**Cell classes on the final placement**

Scale bar: 20 µm. Fill, decap, tap and diode cells in grey.
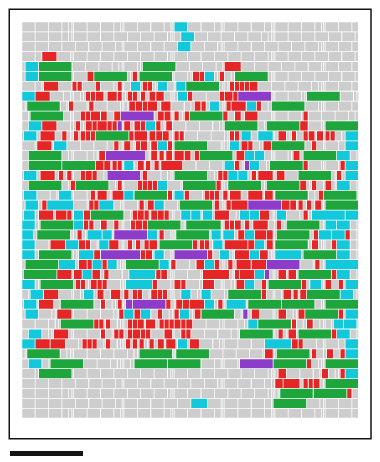
**Wiring heat map**

20 x 24 tiles, from black (low) to pale yellow (high), scaled to the fullest tile. Values are wire area over tile area, all layers added.
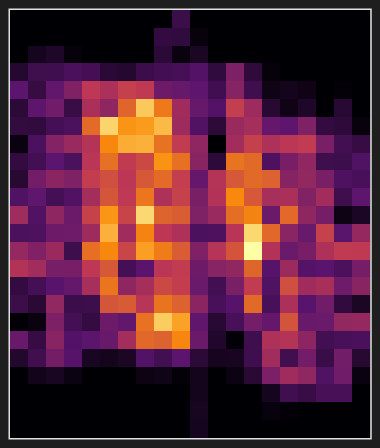
--- src/rtl/spi_pkg.sv ---
// Shared types and constants for the SPI slave data path.
// Latency: n/a (declarations only).
// Backpressure: n/a.
package spi_pkg;

    // Default word-length exponent; the widest word is 2**SPI_MAX_WIDTH_LOG bits.
    localparam int SPI_MAX_WIDTH_LOG_DEF = 4;
    localparam int MAXW                  = 2 ** SPI_MAX_WIDTH_LOG_DEF;

    // Frame-level FSM encoding.
    typedef enum logic {
        IDLE   = 1'b0,
        ACTIVE = 1'b1
    } spi_state_e;

    // cpha values: which SCK edge samples MOSI.
    localparam logic CPHA_SAMPLE_FIRST  = 1'b0;
    localparam logic CPHA_SAMPLE_SECOND = 1'b1;

endpackage

--- src/rtl/spi_word_buffer.sv ---
// Single-entry valid/ready holding register for one SPI word.
// Latency: 1 cycle from accepted input to out_vld.
// Backpressure: in_rdy low while full; with PASS_THRU, a same-cycle pop frees the slot.
module spi_word_buffer #(
    parameter int W         = 16,
    parameter bit PASS_THRU = 1'b0
) (
    input  logic         clk,
    input  logic         rst_n,
    input  logic         in_vld,
    output logic         in_rdy,
    input  logic [W-1:0] in_dat,
    output logic         out_vld,
    input  logic         out_rdy,
    output logic [W-1:0] out_dat
);

    logic         full_q;
    logic         full_d;
    logic [W-1:0] dat_q;
    logic [W-1:0] dat_d;
    logic         push;
    logic         pop;

    // Handshake terms kept as separate assigns so ready never depends on valid.
    assign pop     = full_q && out_rdy;
    assign in_rdy  = !full_q || (PASS_THRU && out_rdy);
    assign push    = in_vld && in_rdy;
    assign out_vld = full_q;
    assign out_dat = dat_q;

    // Next occupancy and contents: a push always wins over a pop.
    always_comb begin
        full_d = full_q;
        dat_d  = dat_q;
        if (push) begin
            full_d = 1'b1;
            dat_d  = in_dat;
        end else if (pop) begin
            full_d = 1'b0;
        end
    end

    // Storage register.
    always_ff @(posedge clk or negedge rst_n) begin
        if (!rst_n) begin
            full_q <= 1'b0;
            dat_q  <= '0;
        end else begin
            full_q <= full_d;
            dat_q  <= dat_d;
        end
    end

endmodule

--- src/rtl/spi_slave_shifter.sv ---
// SPI slave data path: samples MOSI, drives MISO, exchanges words with the core.
// Latency: rx word valid 1 cycle after its last sample edge; MISO updates the cycle after an edge.
// Backpressure: tx_ready low while a word is held; rx words dropped with rx_overrun if rx is full.
module spi_slave_shifter
    import spi_pkg::*;
#(
    parameter int SPI_MAX_WIDTH_LOG = SPI_MAX_WIDTH_LOG_DEF
) (
    input  logic                            clk,
    input  logic                            rst_n,
    input  logic                            cpha,
    input  logic [SPI_MAX_WIDTH_LOG-1:0]    spi_width,
    input  logic                            sck_first_edge,
    input  logic                            sck_second_edge,
    input  logic                            spi_start,
    input  logic                            spi_finish,
    input  logic                            mosi,
    output logic                            miso,
    output logic                            miso_oe,
    input  logic [2**SPI_MAX_WIDTH_LOG-1:0] tx_data,
    input  logic                            tx_valid,
    output logic                            tx_ready,
    output logic                            tx_underrun,
    output logic [2**SPI_MAX_WIDTH_LOG-1:0] rx_data,
    output logic                            rx_valid,
    input  logic                            rx_ready,
    output logic                            rx_overrun,
    output logic                            frame_active
);

    localparam int LOG = SPI_MAX_WIDTH_LOG;
    localparam int DW  = 2 ** LOG;

    spi_state_e    state_q, state_d;
    logic [LOG-1:0] width_q, width_d;
    logic           cpha_q, cpha_d;
    logic [LOG-1:0] bit_cnt_q, bit_cnt_d;
    logic           sampled_q, sampled_d;
    logic           word_done_q, word_done_d;
    logic [DW-1:0]  tx_shift_q, tx_shift_d;
    logic [DW-1:0]  rx_shift_q, rx_shift_d;
    logic           miso_q, miso_d;
    logic           tx_underrun_q, tx_underrun_d;
    logic           rx_overrun_q, rx_overrun_d;

    logic           sample_edge;
    logic           shift_edge;
    logic           frame_run;
    logic           tx_load;
    logic           tx_hold_vld;
    logic [DW-1:0]  tx_hold_dat;
    logic           rx_push_vld;
    logic           rx_push_rdy;
    logic [DW-1:0]  rx_push_dat;

    // Outgoing word holding register; no pass-through so tx_ready means "empty".
    spi_word_buffer #(.W(DW), .PASS_THRU(1'b0)) u_tx_buf (
        .clk     (clk),
        .rst_n   (rst_n),
        .in_vld  (tx_valid),
        .in_rdy  (tx_ready),
        .in_dat  (tx_data),
        .out_vld (tx_hold_vld),
        .out_rdy (tx_load),
        .out_dat (tx_hold_dat)
    );

    // Received word register; a consume in the completion cycle lets the new word in.
    spi_word_buffer #(.W(DW), .PASS_THRU(1'b1)) u_rx_buf (
        .clk     (clk),
        .rst_n   (rst_n),
        .in_vld  (rx_push_vld),
        .in_rdy  (rx_push_rdy),
        .in_dat  (rx_push_dat),
        .out_vld (rx_valid),
        .out_rdy (rx_ready),
        .out_dat (rx_data)
    );

    // FSM state register.
    always_ff @(posedge clk or negedge rst_n) begin
        if (!rst_n) begin
            state_q <= IDLE;
        end else begin
            state_q <= state_d;
        end
    end

    // FSM next state: finish dominates a simultaneous start.
    always_comb begin
        state_d = state_q;
        if (spi_finish) begin
            state_d = IDLE;
        end else if (spi_start) begin
            state_d = ACTIVE;
        end
    end

    // FSM outputs: the frame is live while ACTIVE, and MISO is driven only then.
    always_comb begin
        frame_active = (state_q == ACTIVE);
        miso_oe      = (state_q == ACTIVE);
    end

    // Datapath: frame setup/teardown, then sample edge before shift edge.
    always_comb begin
        width_d       = width_q;
        cpha_d        = cpha_q;
        bit_cnt_d     = bit_cnt_q;
        sampled_d     = sampled_q;
        word_done_d   = word_done_q;
        tx_shift_d    = tx_shift_q;
        rx_shift_d    = rx_shift_q;
        tx_load       = 1'b0;
        tx_underrun_d = 1'b0;
        rx_push_vld   = 1'b0;
        rx_push_dat   = '0;
        rx_overrun_d  = 1'b0;
        sample_edge   = (cpha_q == CPHA_SAMPLE_SECOND) ? sck_second_edge : sck_first_edge;
        shift_edge    = (cpha_q == CPHA_SAMPLE_SECOND) ? sck_first_edge  : sck_second_edge;
        frame_run     = !spi_finish && (spi_start || (state_q == ACTIVE));

        if (spi_finish) begin
            // Partial words are discarded; an unsent held word stays for the next frame.
            bit_cnt_d   = '0;
            sampled_d   = 1'b0;
            word_done_d = 1'b0;
            tx_shift_d  = '0;
            rx_shift_d  = '0;
        end else if (spi_start) begin
            width_d       = spi_width;
            cpha_d        = cpha;
            bit_cnt_d     = '0;
            sampled_d     = 1'b0;
            word_done_d   = 1'b0;
            rx_shift_d    = '0;
            tx_load       = 1'b1;
            tx_shift_d    = tx_hold_vld ? tx_hold_dat : '0;
            tx_underrun_d = !tx_hold_vld;
        end else if (state_q == ACTIVE) begin
            if (sample_edge) begin
                rx_shift_d = {rx_shift_q[DW-2:0], mosi};
                sampled_d  = 1'b1;
                if (bit_cnt_q == width_q) begin
                    // Word complete: hand it over and restart accumulation from zero,
                    // which keeps the bits above the word length cleared.
                    bit_cnt_d    = '0;
                    word_done_d  = 1'b1;
                    rx_push_vld  = 1'b1;
                    rx_push_dat  = rx_shift_d;
                    rx_overrun_d = !rx_push_rdy;
                    rx_shift_d   = '0;
                end else begin
                    bit_cnt_d = bit_cnt_q + 1'b1;
                end
            end
            // A shift before any sample would lose the first bit in cpha=1 mode.
            if (shift_edge && sampled_d) begin
                sampled_d = 1'b0;
                if (word_done_d) begin
                    word_done_d   = 1'b0;
                    tx_load       = 1'b1;
                    tx_shift_d    = tx_hold_vld ? tx_hold_dat : '0;
                    tx_underrun_d = !tx_hold_vld;
                end else begin
                    tx_shift_d = tx_shift_q << 1;
                end
            end
        end

        miso_d = frame_run ? tx_shift_d[width_d] : 1'b0;
    end

    // Datapath registers.
    always_ff @(posedge clk or negedge rst_n) begin
        if (!rst_n) begin
            width_q       <= '0;
            cpha_q        <= 1'b0;
            bit_cnt_q     <= '0;
            sampled_q     <= 1'b0;
            word_done_q   <= 1'b0;
            tx_shift_q    <= '0;
            rx_shift_q    <= '0;
            miso_q        <= 1'b0;
            tx_underrun_q <= 1'b0;
            rx_overrun_q  <= 1'b0;
        end else begin
            width_q       <= width_d;
            cpha_q        <= cpha_d;
            bit_cnt_q     <= bit_cnt_d;
            sampled_q     <= sampled_d;
            word_done_q   <= word_done_d;
            tx_shift_q    <= tx_shift_d;
            rx_shift_q    <= rx_shift_d;
            miso_q        <= miso_d;
            tx_underrun_q <= tx_underrun_d;
            rx_overrun_q  <= rx_overrun_d;
        end
    end

    assign miso        = miso_q;
    assign tx_underrun = tx_underrun_q;
    assign rx_overrun  = rx_overrun_q;

endmodule

--- config.mk ---
export PLATFORM = sky130hd
export DESIGN_NAME = spi_slave_shifter
export DESIGN_NICKNAME = d
export VERILOG_FILES = /design/src/rtl/spi_pkg.sv /design/src/rtl/spi_word_buffer.sv /design/src/rtl/spi_slave_shifter.sv
export SDC_FILE = /design/constraint.sdc
export NUM_CORES = 1
export LEC_CHECK = 0
export ABC_AREA = 1
export ABC_CLOCK_PERIOD_IN_PS = 1700
export CAP_MARGIN = 20
export CELL_PAD_IN_SITES_DETAIL_PLACEMENT = 0
export CELL_PAD_IN_SITES_GLOBAL_PLACEMENT = 1
export CORE_ASPECT_RATIO = 1.2
export CORE_MARGIN = 3
export CORE_UTILIZATION = 37
export CTS_BUF_LIST = sky130_fd_sc_hd__clkbuf_16
export DETAILED_ROUTE_END_ITERATION = 12
export PLACE_DENSITY = 0.85
export SLEW_MARGIN = 20
export SYNTH_ARGS = -nofsm -noshare
export SYNTH_HDL_FRONTEND = slang
export SYNTH_SLANG_ARGS = --single-unit
--- constraint.sdc ---
create_clock -name clk -period 1.7 [get_ports clk]
set_input_delay 0.34 -clock clk [delete_from_list [all_inputs] [get_ports clk]]
set_output_delay 0.34 -clock clk [all_outputs]
set_load 0.01 [all_outputs]
==> deck_impl_summary.md <==
Physical Implementation Snapshot

Logic synthesis
  • Synthesized area: 3830 µm²
  • Yosys synthesis chip area: 3830 µm²
  • Yosys cell count: 451
  • Syn Nets: 482
  • Syn Inst Count: 451
  • YS warnings: 0
  • Sequential fraction of the synthesis area: 52.2%
  • Flops out of synthesis: 80
  • Xor+xnor area frac: 0%
  • Avg Inst Size Synth: 8.50 µm²

STA
  • Post-route minimum period: 1.94 ns
  • Skew final: 0.00772 ns
  • Post-route setup slack: -0.236 ns
  • Final setup vio count: 2
  • Final hold vios: 0
  • Slew of the pin with the lowest slew margin: 0.278 ns
  • Fmax: 517 MHz

Worst hold path
  • Hold Crit Class: in -> async

Clock network
  • Clock-pin slew on the worst setup and hold paths: 0.06 ns
  • Clock buffer count from CTS: 9
  • CTS root buf: clkbuf_16
  • Clk sinks: 80
  • Longest Clk Path Bufs: 2

Run status
  • Failing checks: setup timing
  • Status: complete, but fails checks

GRT
  • Largest net degree at the start of global routing: 44
  • All-Layer GR Usage: 16.8%
  • Met3 GRT Util: 2.55%
  • First-pass GRT wire length: 16.0 mm
  • Vias in the first global route: 3470

Die
  • DIE AREA: 11600 µm²
  • Std cell rows: 40
  • Die Ht: 118 µm

Finish
  • Share of cells above drive strength 1: 24.9%
  • Most common logic cells in the final layout: nand2_1, dfrtp_1, buf_4

Setup path
  • CP Data Required Time: 1.97 ns

Route
  • Vias per cell: 4.82
  • Final WL: 9.57 mm

Flow run
  • Maxcap violations: 0
Notes on 'cell classes on the final placement' above:
other buffers and delay cells -> cyan  # cells 121, share of their area 22%
flops -> green  # cells 80, share of their area 38%
all other logic -> red  # cells 354, share of their area 35%
clock drivers and dummy loads -> purple  # cells 16, share of their area 5.7%

Notes on 'wiring heat map' above:
tiles over half the peak = 18%
emptiest ninth of the die = upper right
mean over tiles = 0.13

## cells in the mapped netlist (all sizes together)
cell	n	share of area (%)
buf	10	1.9
a21oi	9	1.2
nor2	18	2.6
nand3b	1	0.20
mux2	16	4.7
nand3	46	6.3
dfrtp	80	52
inv	59	5.8
o22ai	17	2.8
nor3	1	0.13
o21a	11	2.2
o21ai	25	3.7
clkbuf	7	0.69
nand2	147	15
nor3b	1	0.20
ha	1	0.33
clkinv	1	0.098
o32ai	1	0.23
## power breakdown
| part | leakage, nW | switching (mW) | internal (mW) |
|---|---|---|---|
| clock | 0.161 | 0.741 | 1.26 |
| sequential | 1.05 | 0.116 | 2.12 |
| combinational | 1.41 | 0.608 | 0.574 |
| total | 2.62 | 1.46 | 3.95 |
## what timing repair did
action,CTS,global route
pin swaps,11,11
cloned,0,2
setup endpoints to repair,38,42
hold buffers,1,0
hold endpoints to repair,19,0
gates resized,17,37
setup buffers,8,5
## final timing paths
check,from,endpoint,slack [ns],cells past startpoint
worst max-delay path,cpha_q,miso,-0.24,14
worst max register to register,cpha_q,miso,-0.24,14
worst min register to register,u_rx_buf.out_dat[0],u_rx_buf.out_dat[0],0.48,2
min in group clk,u_rx_buf.out_dat[0],u_rx_buf.out_dat[0],0.48,2
worst min-delay path,rst_n,u_rx_buf.out_dat[13],0.43,2
max in group asynchronous,rst_n,cpha_q,0.73,3
## layer usage
layer | vias to the layer above | wire length, µm
li1 | 1678 | -
met1 | 1559 | 4070
met2 | 98 | 4760
met3 | 23 | 449
met4 | 0 | 290
met5 | - | 0
## kinds of logic (layout without fill, tap and decap cells)
| family | after synthesis | count (layout) |
|---|---|---|
| simple gates | 214 | 214 |
| fa+ha+maj | 1 | 1 |
| buf+inv | 77 | 197 |
| mux | 16 | 16 |
| flops | 80 | 80 |
| compound gates | 63 | 63 |
## sequential cells by signal, indices dropped and copies added (netlist names)
name,flops
tx_shift_q,16
bit_cnt_q,4
u_rx_buf.out_vld,1
rx_overrun,1
word_done_q,1
frame_active,1
u_tx_buf.out_dat,16
rx_shift_q,15
miso,1
u_tx_buf.out_vld,1
width_q,4
cpha_q,1
tx_underrun,1
u_rx_buf.out_dat,16
sampled_q,1
## final cells by class
cell class | instances | area [µm²] | area share (%)
Sequential cell | 80 | 2000 | 36.6
Multi-Input combinational cell | 294 | 1620 | 29.6
Timing Repair Buffer | 121 | 1160 | 21.2
Inverter | 60 | 229 | 4.19
Clock buffer | 9 | 225 | 4.12
Tap cell | 126 | 158 | 2.88
Clock inverter | 7 | 80.1 | 1.46
## stage by stage
stage	cells	util (%)	TNS [ns]	cell area [µm²]	power, mW
floorplan	451	-	0	3830	2.86
global placement	670	48.8	-18.90	4910	3.33
detailed placement	670	48.8	-21.35	4910	3.36
CTS	695	52.7	-0.411	5310	5.41
global route	697	54.4	-0.696	5470	5.67
finish	697	54.4	-0.239	5470	5.42
Power figures rest on the tool's default switching activity, not on a simulated workload.
